<file path="src/rtl/sync_fifo.sv">
// sync_fifo: single-clock show-ahead FIFO with occupancy count, almost-full /
// almost-empty thresholds and one-cycle overrun/underrun error pulses.
// Storage is a register array so it can be cleared by reset and read
// combinationally at the head pointer.
module sync_fifo #(
  parameter int DATA_WIDTH = 8,
  parameter int DEPTH      = 16,
  parameter int AF_LEVEL   = DEPTH - 2,
  parameter int AE_LEVEL   = 2
) (
  input  logic                     clk,
  input  logic                     rst,
  input  logic                     wr_enb,
  input  logic [DATA_WIDTH-1:0]    wr_data,
  input  logic                     rd_enb,
  output logic [DATA_WIDTH-1:0]    rd_data,
  output logic                     fifo_full,
  output logic                     fifo_empty,
  output logic                     fifo_almost_full,
  output logic                     fifo_almost_empty,
  output logic                     fifo_overrun,
  output logic                     fifo_underrun,
  output logic [$clog2(DEPTH):0]   fifo_count
);

  localparam int AW = $clog2(DEPTH);
  localparam int CW = AW + 1;

  // Thresholds and full level held at count width so every flag is a
  // same-width compare against the registered count.
  localparam logic [CW-1:0] FULL_CNT = CW'(DEPTH);
  localparam logic [CW-1:0] AF_CNT   = CW'(AF_LEVEL);
  localparam logic [CW-1:0] AE_CNT   = CW'(AE_LEVEL);

  logic [DATA_WIDTH-1:0] mem_reg [DEPTH];
  logic [AW-1:0]         wr_ptr_reg;
  logic [AW-1:0]         rd_ptr_reg;
  logic [CW-1:0]         count_reg;
  logic [CW-1:0]         count_next;
  logic                  overrun_reg;
  logic                  underrun_reg;
  logic                  wr_accept;
  logic                  rd_accept;

  // Flags decode the registered count directly, so they carry no extra latency.
  assign fifo_full         = (count_reg == FULL_CNT);
  assign fifo_empty        = (count_reg == '0);
  assign fifo_almost_full  = (count_reg >= AF_CNT);
  assign fifo_almost_empty = (count_reg <= AE_CNT);
  assign fifo_count        = count_reg;
  assign fifo_overrun      = overrun_reg;
  assign fifo_underrun     = underrun_reg;

  // A full FIFO still accepts a read and an empty one still accepts a write,
  // because each gate looks only at its own flag.
  assign wr_accept = wr_enb && !fifo_full;
  assign rd_accept = rd_enb && !fifo_empty;

  // Show-ahead: the head word is always presented; a read just advances past it.
  assign rd_data = mem_reg[rd_ptr_reg];

  // Next occupancy: simultaneous accepted read and write cancel out.
  always_comb begin
    count_next = count_reg;
    case ({wr_accept, rd_accept})
      2'b10:   count_next = count_reg + CW'(1);
      2'b01:   count_next = count_reg - CW'(1);
      default: count_next = count_reg;
    endcase
  end

  // Per-entry storage: each word loads only when the write pointer selects it.
  generate
    for (genvar gi = 0; gi < DEPTH; gi++) begin : g_mem
      always_ff @(posedge clk or posedge rst) begin
        if (rst) begin
          mem_reg[gi] <= '0;
        end else if (wr_accept && (wr_ptr_reg == AW'(gi))) begin
          mem_reg[gi] <= wr_data;
        end
      end
    end
  endgenerate

  // Pointers and count; pointers wrap naturally at the power-of-two depth.
  always_ff @(posedge clk or posedge rst) begin
    if (rst) begin
      wr_ptr_reg <= '0;
      rd_ptr_reg <= '0;
      count_reg  <= '0;
    end else begin
      if (wr_accept) wr_ptr_reg <= wr_ptr_reg + AW'(1);
      if (rd_accept) rd_ptr_reg <= rd_ptr_reg + AW'(1);
      count_reg <= count_next;
    end
  end

  // Error pulses: set for the cycle after a request meets a blocking flag.
  always_ff @(posedge clk or posedge rst) begin
    if (rst) begin
      overrun_reg  <= 1'b0;
      underrun_reg <= 1'b0;
    end else begin
      overrun_reg  <= wr_enb && fifo_full;
      underrun_reg <= rd_enb && fifo_empty;
    end
  end

endmodule

</file>
<file path="config.mk">
export PLATFORM = sky130hd
export DESIGN_NAME = sync_fifo
export DESIGN_NICKNAME = d
export VERILOG_FILES = /design/src/rtl/sync_fifo.sv
export SDC_FILE = /design/constraint.sdc
export NUM_CORES = 1
export LEC_CHECK = 0
export CAP_MARGIN = 10
export CORE_MARGIN = 4
export CORE_UTILIZATION = 30
export CTS_CLUSTER_DIAMETER = 50
export DETAILED_ROUTE_END_ITERATION = 10
export PLACE_DENSITY_LB_ADDON = 0.15
export SLEW_MARGIN = 30
export SYNTH_ARGS = -nofsm -noshare
export SYNTH_HDL_FRONTEND = slang
export SYNTH_SLANG_ARGS = --single-unit
</file>
<file path="constraint.sdc">
create_clock -name clk -period 5.8 [get_ports clk]
set_input_delay 0.58 -clock clk [delete_from_list [all_inputs] [get_ports clk]]
set_output_delay 0.58 -clock clk [all_outputs]
set_load 0.01 [all_outputs]
</file>
clk_routes.png
Drawn at 4 px/µm.
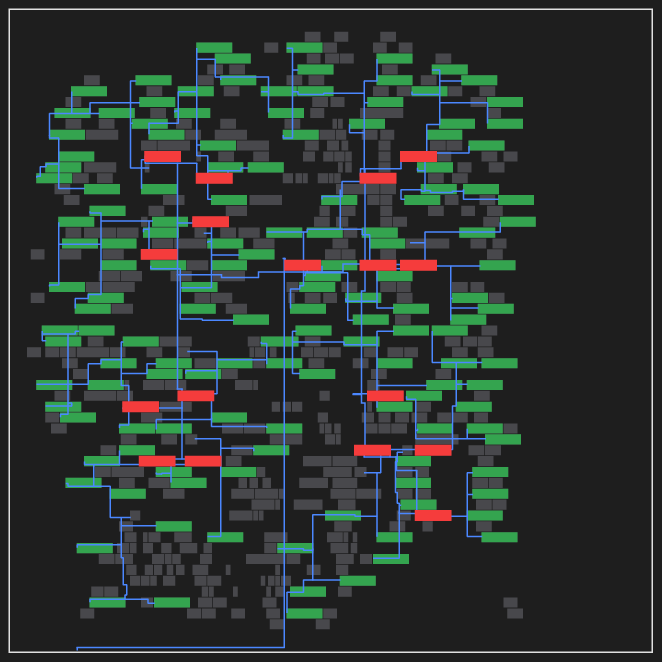
[clock wires] blue | length: 1,980 µm
[clock drivers] red | count: 17
[flip-flops] green | count: 143
routed clock nets	18
flops lie	spread over the die
Clk pwr share: 0.232
clock group power: 0.00116 W

placement_by_type.png
Drawn at 2 px/µm. Fill, decap, tap and diode cells in gray.
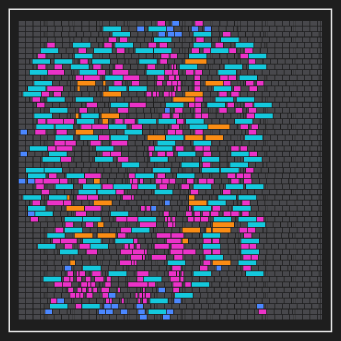
class	color	cells	share of their area
combinational and other logic	magenta	301	42%
sequential cells	cyan	143	46%
remaining buffers and delay cells	blue	34	4.2%
clock drivers and dummy loads	orange	32	8.0%

io_placement.png
Drawn at 1.5 px/µm. Pins as bars across the die edge, other pins in gray.
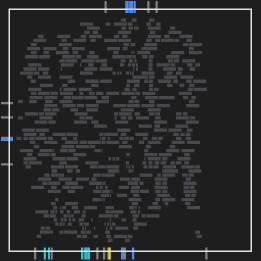
port	color	pins	direction	edge
fifo_count	cyan	5	output	bottom
fifo_full	yellow	1	output	bottom
rd_data	blue	8	output	5 top, 2 bottom, 1 left
vertical die dimension: 160 µm
Port Buffer Count: 30
chip width: 160 µm

clocks.png
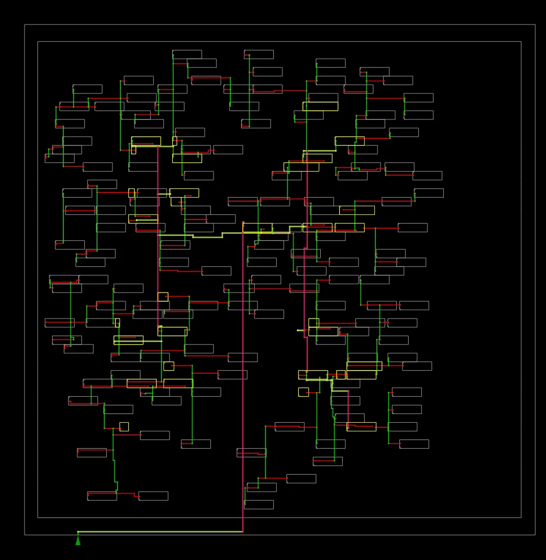
Fin Clk Skew: 0.0101 ns
FF+latch count: 143
count of clock-net buffers in the final layout: 20

layer_met2.png
Drawn at 2 px/µm.
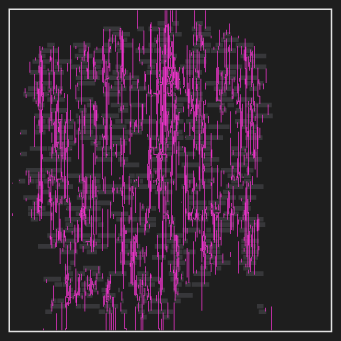
share of all routed wire	47%
wire length on this layer	7,600 µm
nets with wire on the layer	456
longest straight run	67.3 µm
final wirelength: 16.1 mm
total via count after detailed routing: 4,020
global routing usage on met2: 0.200

==> impl_metrics.csv <==
group,metric,value,unit
logic_synthesis,syn_area,6970,µm²
cells_and_area,nonClkBufAreaFrac,0.0406,
worst_setup_path,slowest_delay,0.82,ns
global_route,grtUsageTotal,0.130,
global_route,busiest_layer,"met2",
logic_synthesis,synth_dominant_cell_count,"dfrtp_1",
logic_synthesis,enable_flop_cells,0,
clock_tree,root_buffer_cell,"clkbuf_16",
die,initial_utilization,0.307,
logic_synthesis,yosys.area.top_type,"dfrtp_1",
logic_synthesis,adder_cell_area_share_of_the_yosys_netlist,0.0144,
worst_setup_path,cp.arrival,3.13,ns
worst_setup_path,critical_path.slowest_cell,"dfrtp_2",
route,antenna_left,0,
cells_and_area,comb_share,0.396,
final_timing,worst_tran_pin_value,0.944,ns
logic_synthesis,yosys.cell_types.count,42,
logic_synthesis,floorplan.nets,494,
global_route,gr-usage-met1,0.178,
cells_and_area,lay_top_count,"dfrtp_1",
status,status,"complete, no violations",
power_and_ir_drop,power_density,612,nW/µm²
global_route,overflow,0,
cells_and_area,layout-drive-gt1-share,0.396,
route,route.detailed.vias_per_inst,5.06,
clock_tree,post_cts_resized,0,
cells_and_area,filler_cells_inserted,2199,
logic_synthesis,top_cells_by_area,"dfrtp_1 (51%), mux2_2 (17%), mux2_4 (5.2%), mux4_2 (5.2%), mux2i_1 (4.6%)",
placed_design,preCtsSetupSlack,2.51,ns
route,drt_first_pass_iters,5,
worst_setup_path,worst-path-buf-inv,2,
cells_and_area,biggest_cell_category_by_area_in_the_final_layout,"flip-flops and latches",
cells_and_area,area.combinational,3220,µm²
logic_synthesis,top_cells_by_count,"dfrtp_1 (143), mux2_2 (107), mux2i_1 (32)",
cells_and_area,register_area,3580,µm²
cells_and_area,max_reg_flops,128,
clock_tree,max-clock-path-buffers,2,
[power by group]
group / switching, W / internal [W]
sequential: 0.000405 / 0.00148
combinational: 0.000843 / 0.00110
clock: 0.000433 / 0.000724
total: 0.00168 / 0.00331
[cell families after synthesis]
family / Yosys count
simple gates: 49
xor+xnor: 12
buf+inv: 37
compound gates: 46
fa+ha+maj: 8
flops: 143
mux: 179
[worst paths after layout]
path	startpoint	to	slack, ns	depth (start not counted)
setup / recovery	rd_ptr_reg[0]	rd_data[2]	2.09	6
hold / removal	mem_reg[124]	mem_reg[124]	0.50	1
setup reg to reg	fifo_count[1]	fifo_count[4]	2.52	9
hold reg to reg	mem_reg[124]	mem_reg[124]	0.50	1
max in group asynchronous	rst	mem_reg[31]	4.16	3
min in group asynchronous	rst	wr_ptr_reg[1]	0.67	2
No activity file was given, so power comes from the tool's default toggle rates.
